**config.mk**
```make
export PLATFORM = sky130hd
export DESIGN_NAME = mips_bus_master
export DESIGN_NICKNAME = d
export VERILOG_FILES = /design/src/rtl/mips_bus_master.sv
export SDC_FILE = /design/constraint.sdc
export NUM_CORES = 1
export LEC_CHECK = 0
export CAP_MARGIN = 10
export CORE_MARGIN = 2
export CORE_UTILIZATION = 27
export DETAILED_ROUTE_END_ITERATION = 8
export PLACE_DENSITY = 0.57
export SYNTH_ARGS = -nofsm -noshare
export SYNTH_HDL_FRONTEND = slang
export SYNTH_SLANG_ARGS = --single-unit
```
**constraint.sdc**
```tcl
create_clock -name clk -period 1.8 [get_ports clk]
set_input_delay 0.36 -clock clk [delete_from_list [all_inputs] [get_ports clk]]
set_output_delay 0.36 -clock clk [all_outputs]
set_load 0.02 [all_outputs]
```
**src/rtl/mips_bus_master.sv**
```systemverilog
// mips_bus_master: CPU load/store/fetch adapter onto an Avalon-style memory bus.
// Optional BUS_TIMEOUT_EN aborts a transaction after TIMEOUT_CYCLES stalled cycles.
module mips_bus_master #(
    parameter int TIMEOUT_CYCLES = 256
) (
    input  logic        clk,
    input  logic        reset_n,
    input  logic        req_valid,
    output logic        req_ready,
    input  logic [31:0] req_addr,
    input  logic        req_write,
    input  logic [1:0]  req_size,
    input  logic        req_signed,
    input  logic [31:0] req_wdata,
    output logic        resp_valid,
    output logic [31:0] resp_rdata,
    output logic        resp_err,
    output logic [31:0] address,
    output logic [3:0]  byteenable,
    output logic [31:0] writedata,
    output logic        write,
    output logic        read,
    input  logic        waitrequest,
    input  logic [31:0] readdata
);
    typedef enum logic [1:0] {IDLE, BUS, RESP} state_t;
    state_t state, next;
    logic [1:0]  size_q, off_q;
    logic        signed_q, accept, illegal, done, timeout;
    logic [3:0]  be_d;
    logic [31:0] wd_d, shifted, ext;

    assign req_ready  = state == IDLE;
    assign resp_valid = state == RESP;
    assign accept     = req_valid && req_ready;
    assign done       = state == BUS && (!waitrequest || timeout);

`ifdef BUS_TIMEOUT_EN
    localparam int CW = $clog2(TIMEOUT_CYCLES + 1);
    logic [CW-1:0] cnt;
    always_ff @(posedge clk or negedge reset_n) begin
        if (!reset_n) cnt <= '0;
        else if (accept) cnt <= '0;
        else if (state == BUS && waitrequest) cnt <= cnt + 1'b1;
    end
    assign timeout = state == BUS && waitrequest && cnt == CW'(TIMEOUT_CYCLES - 1);
`else
    wire [31:0] unused_timeout = TIMEOUT_CYCLES;
    assign timeout = 1'b0;
`endif

    always_comb begin
        illegal = req_size == 2'd3 || (req_size == 2'd1 && req_addr[0]) ||
                  (req_size == 2'd2 && req_addr[1:0] != 2'b00);
        be_d = req_size == 2'd0 ? 4'b0001 << req_addr[1:0] :
               req_size == 2'd1 ? (req_addr[1] ? 4'b1100 : 4'b0011) : 4'b1111;
        wd_d = req_size == 2'd0 ? {4{req_wdata[7:0]}} :
               req_size == 2'd1 ? {2{req_wdata[15:0]}} : req_wdata;
        // Shifting by the saved byte offset right-justifies either a byte or a halfword
        shifted = readdata >> {off_q, 3'b000};
        ext = size_q == 2'd0 ? {{24{signed_q & shifted[7]}}, shifted[7:0]} :
              size_q == 2'd1 ? {{16{signed_q & shifted[15]}}, shifted[15:0]} : readdata;
    end

    always_comb begin
        next = state;
        case (state)
            IDLE: next = accept ? (illegal ? RESP : BUS) : IDLE;
            BUS:  next = done ? RESP : BUS;
            RESP: next = IDLE;
            default: next = IDLE;
        endcase
    end

    always_ff @(posedge clk or negedge reset_n) begin
        if (!reset_n) state <= IDLE;
        else state <= next;
    end

    always_ff @(posedge clk or negedge reset_n) begin
        if (!reset_n) begin
            address    <= '0;
            byteenable <= '0;
            writedata  <= '0;
            read       <= 1'b0;
            write      <= 1'b0;
            size_q     <= '0;
            off_q      <= '0;
            signed_q   <= 1'b0;
            resp_rdata <= '0;
            resp_err   <= 1'b0;
        end else begin
            if (accept && !illegal) begin
                address    <= {req_addr[31:2], 2'b00};
                byteenable <= be_d;
                writedata  <= wd_d;
                read       <= !req_write;
                write      <= req_write;
                size_q     <= req_size;
                off_q      <= req_addr[1:0];
                signed_q   <= req_signed;
            end
            if (accept && illegal) begin
                resp_err   <= 1'b1;
                resp_rdata <= '0;
            end
            if (done) begin
                read       <= 1'b0;
                write      <= 1'b0;
                resp_err   <= timeout;
                resp_rdata <= (read && !timeout) ? ext : '0;
            end
        end
    end
endmodule

```
==> out/summary.rpt <==
GLOBAL ROUTING
--------------------------------------------------------------------------------------
Met1 global-route usage                                                          20.1%
Via count of the first global-routing pass                                        4422
Met2 track utilization from global routing                                       25.9%
Global routing's busiest layer                                                    met2
Fraction of met3 tracks used by global routing                                   5.46%
Total GRT Usage                                                                  16.0%
Remaining global-route overflow                                                      0

FINISH
--------------------------------------------------------------------------------------
Layout cells sized above 1                                                       18.7%
Buffers outside the clock class                                                    258
Top logic cells by instance count in the layout                           sky130_fd_sc_hd__clkdlybuf4s50_1, sky130_fd_sc_hd__dfrtp_1, sky130_fd_sc_hd__buf_4
Antenna Cells                                                                        1
Number of logic gates                                                              267
NumNets Final                                                                      753
Synthesis-to-layout area growth                                                  60.9%
Combinational fraction of the cell area                                          25.8%
Multi-input combinational cell area                                        0.00204 mm²

POWER AND IR DROP
--------------------------------------------------------------------------------------
Share of total power in combinational logic                                      45.6%
Internal Dissipation                                                           6.54 mW
Fraction of power consumed by the clock network                                  18.7%
Share of power burned in registers                                               35.7%
Sw Ratio                                                                         36.0%
Maximum resistive drop on vdd                                                 0.682 mV
Sw Pwr                                                                         3.68 mW

DETAILED ROUTING
--------------------------------------------------------------------------------------
Routed via count divided by cell count                                            4.77
Detailed Routing Iterations Pass 1                                                   4
WL per Instance                                                                17.5 µm
Post-detailed-route count of antenna-violating nets                                  0
Overall routed net length                                                     15400 µm
Via total after detailed routing                                                  4215
DR top layer                                                                      met4
Detail Route met2 WL                                                           7220 µm

PLACE
--------------------------------------------------------------------------------------
Number of instances in the placed design                                           865
Placer Congestion                                                                0.776

WORST SETUP PATH
--------------------------------------------------------------------------------------
Critical path's slowest cell                                              sky130_fd_sc_hd__mux4_2
Kind of cell adding the most delay to the critical path                   buffers and inverters
Critical Path Start                                                        readdata[7]
Maximum fanout encountered on the critical timing path                               3
Crit path launch type                                                       input port
Number of buffers and inverters on the critical path                                 2
Number of cells on the worst reg-to-reg path                                         5
Reg-to-reg endpoint                                                       resp_rdata[18]
Cell repeated most along the worst path                                   sky130_fd_sc_hd__nand3b_1
R2R Path Start                                                                off_q[0]
Worst endpoint data arrival time                                               2.01 ns
Classification of the worst setup path                                       in -> reg
Max stage delay on crit path                                                   0.55 ns
Data required time of the worst path                                           2.04 ns
CP Capture Point                                                          resp_rdata[15]

CLOCK NETWORK
--------------------------------------------------------------------------------------
TritonCTS clock tree                                                              done
Maximum buffer depth of the clock tree                                               2
Number of buffers added for setup after CTS                                          0
Number of gates resized after cts                                                    5
Number of sinks driven by the clock tree                                           108
Cell chosen for the clock root                                            sky130_fd_sc_hd__clkbuf_16
Number of H-tree branching levels                                                    3
Number of CTS-inserted buffers                                                       9
Hold buffer count at cts                                                             1
Clock slew at the register clock pins of the worst setup and hold paths        0.08 ns

TIMING
--------------------------------------------------------------------------------------
Final worst path period share                                                    98.2%
Final setup violation count                                                          0
Peak clock frequency supported by timing                                     0.566 GHz
Time the final worst path needs with I/O delays and setup                      1.77 ns
Post-Route Setup TNS                                                              0 ns
Unrepaired setup endpoints after global routing                                  false
Final Slew Violations                                                                0
Largest clock skew in the final design                                      0.00936 ns
Total count of hold-check failures in the final report                               0

SYNTH
--------------------------------------------------------------------------------------
Area figure in the yosys stat output                                       0.00491 mm²
Post-synth tally of flip-flops with integrated enable                                0
Cell types with the largest area share after synthesis                    sky130_fd_sc_hd__dfrtp_1, sky130_fd_sc_hd__mux2_2, sky130_fd_sc_hd__mux2i_1, sky130_fd_sc_hd__a221o_1, sky130_fd_sc_hd__o21ai_0
Total of flip-flops plus latches after synthesis                                   108
Leading cell type by number of instances after synthesis                  sky130_fd_sc_hd__dfrtp_1
Synthesized cell area                                                      0.00491 mm²
Leading register cell type out of synthesis                               sky130_fd_sc_hd__dfrtp_1
Post-synth top area share                                                        55.1%
Async S/R FF share, synth                                                         100%
Avg Inst Size Synth                                                           12.0 µm²
Yosys cell count                                                                   410

WORST HOLD PATH
--------------------------------------------------------------------------------------
Hold/Removal Path Class                                                      in -> reg
Hold-critical path depth                                                             2

DIE
--------------------------------------------------------------------------------------
Die Y                                                                           139 µm
Die Width                                                                       139 µm
Tap cell count                                                                     229

STATUS
--------------------------------------------------------------------------------------
Outcome                                                                   finished clean

==> cells by family (layout without fill, tap and decap cells) <==
kind of cell | after synthesis | count (layout) | share of synthesized area, %
flip-flops | 108 | 108 | 55.1
AND-OR/OR-AND | 112 | 112 | 16.4
buffers and inverters | 36 | 279 | 3.98
multiplexers | 78 | 78 | 17.4
other | 1 | 3 | 0.0764
AND/OR/NAND/NOR | 75 | 75 | 7.16
==> flip-flops by register name, summed over array words and instances, names as in the netlist <==
name,flops
write,1
resp_err,1
off_q,2
writedata,32
address,30
size_q,2
signed_q,1
resp_rdata,32
read,1
byteenable,4
state,2
==> how the worst min path moves through the flow <==
stage | start | to | slack (ns)
after detailed placement | reset_n | address[12] | 0.39
after global routing | readdata[23] | resp_rdata[23] | 0.40
after global placement | reset_n | address[12] | 0.39
after CTS | byteenable[1] | byteenable[1] | 0.49
after floorplan | reset_n | address[10] | 0.06
final | readdata[23] | resp_rdata[23] | 0.41
==> power by group through the flow <==
stage               sequential, mW  clock, mW  combinational (mW)
global placement              3.67          0                4.62
finish                        3.65       1.91                4.66
floorplan                     4.50          0                1.41
detailed placement            3.68          0                4.68
CTS                           3.66       1.98                4.70
global route                  3.75       2.07                4.97
==> through the flow <==
step | hold slack, ns | setup slack (ns) | cell area (µm²) | power [mW] | utilization (%)
floorplan | 0.0644 | 0.0454 | 4910 | 5.90 | -
global placement | 0.387 | -0.356 | 7550 | 8.29 | 42.2
detailed placement | 0.392 | -0.437 | 7550 | 8.36 | 42.2
CTS | 0.493 | 0.00430 | 7860 | 10.3 | 43.9
global route | 0.402 | 0.00286 | 7900 | 10.8 | 44.1
finish | 0.409 | 0.0326 | 7900 | 10.2 | 44.1
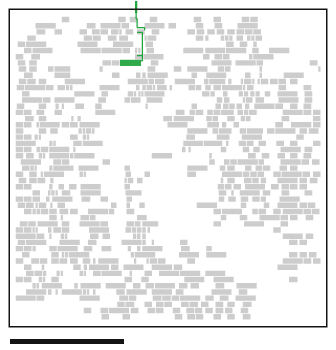
*I/O nets highlighted*
Bar = 50 µm.
| color | port | bits | direction | edge | end cells | buffers | wire |
|---|---|---|---|---|---|---|---|
| green | write | 1 | output | north | 1 | 1 | 30.1 µm |
quantity of I/O buffers inserted on ports: 206
number of top-level pins: 209

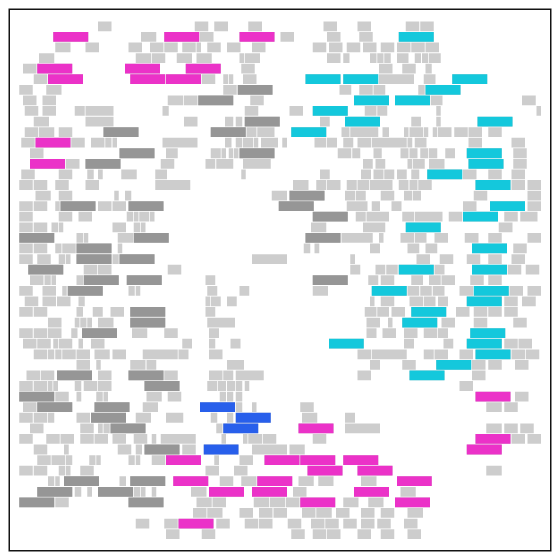
*Register map, names as in the netlist*
Other sequential cells in the stronger gray, the rest of the logic in the fainter gray.
| color | name in the netlist | flops |
|---|---|---|
| blue | byteenable | 4 |
| cyan | resp_rdata | 32 |
| magenta | address | 30 |
not colored: 42
power of the sequential group: 3.65 mW
storage element area: 0.00270 mm²

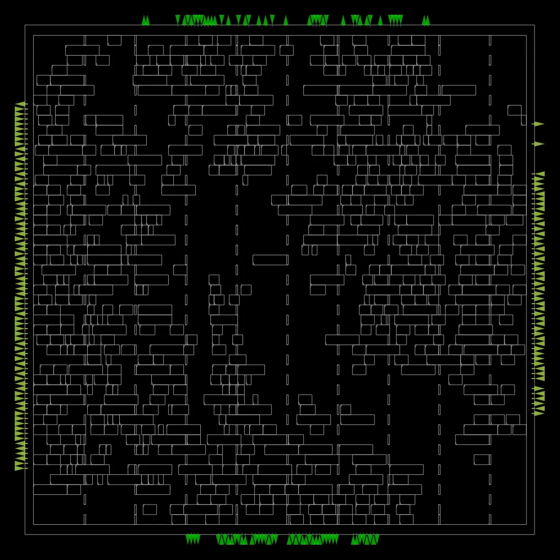
*Cell outlines without signal wires*
count of sequential standard cells: 108
Core Rows: 49
area of the placeable core: 0.0179 mm²
filler cell count in the final layout: 1670
final standard cell utilization of the core: 44.1%

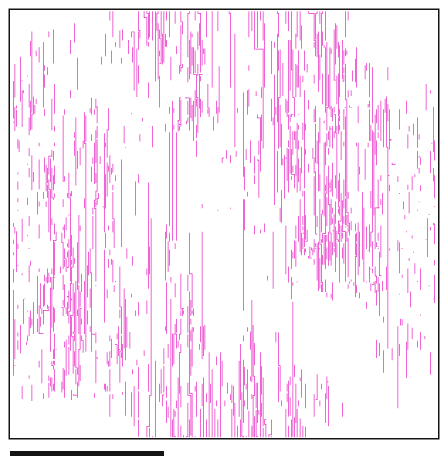
*The metal 2 layer*
Bar = 50 µm.
nets with wire on the layer: 678
wire length on this layer: 7220 µm
longest straight run: 67.5 µm

Power is estimated from default activity; no workload was simulated.
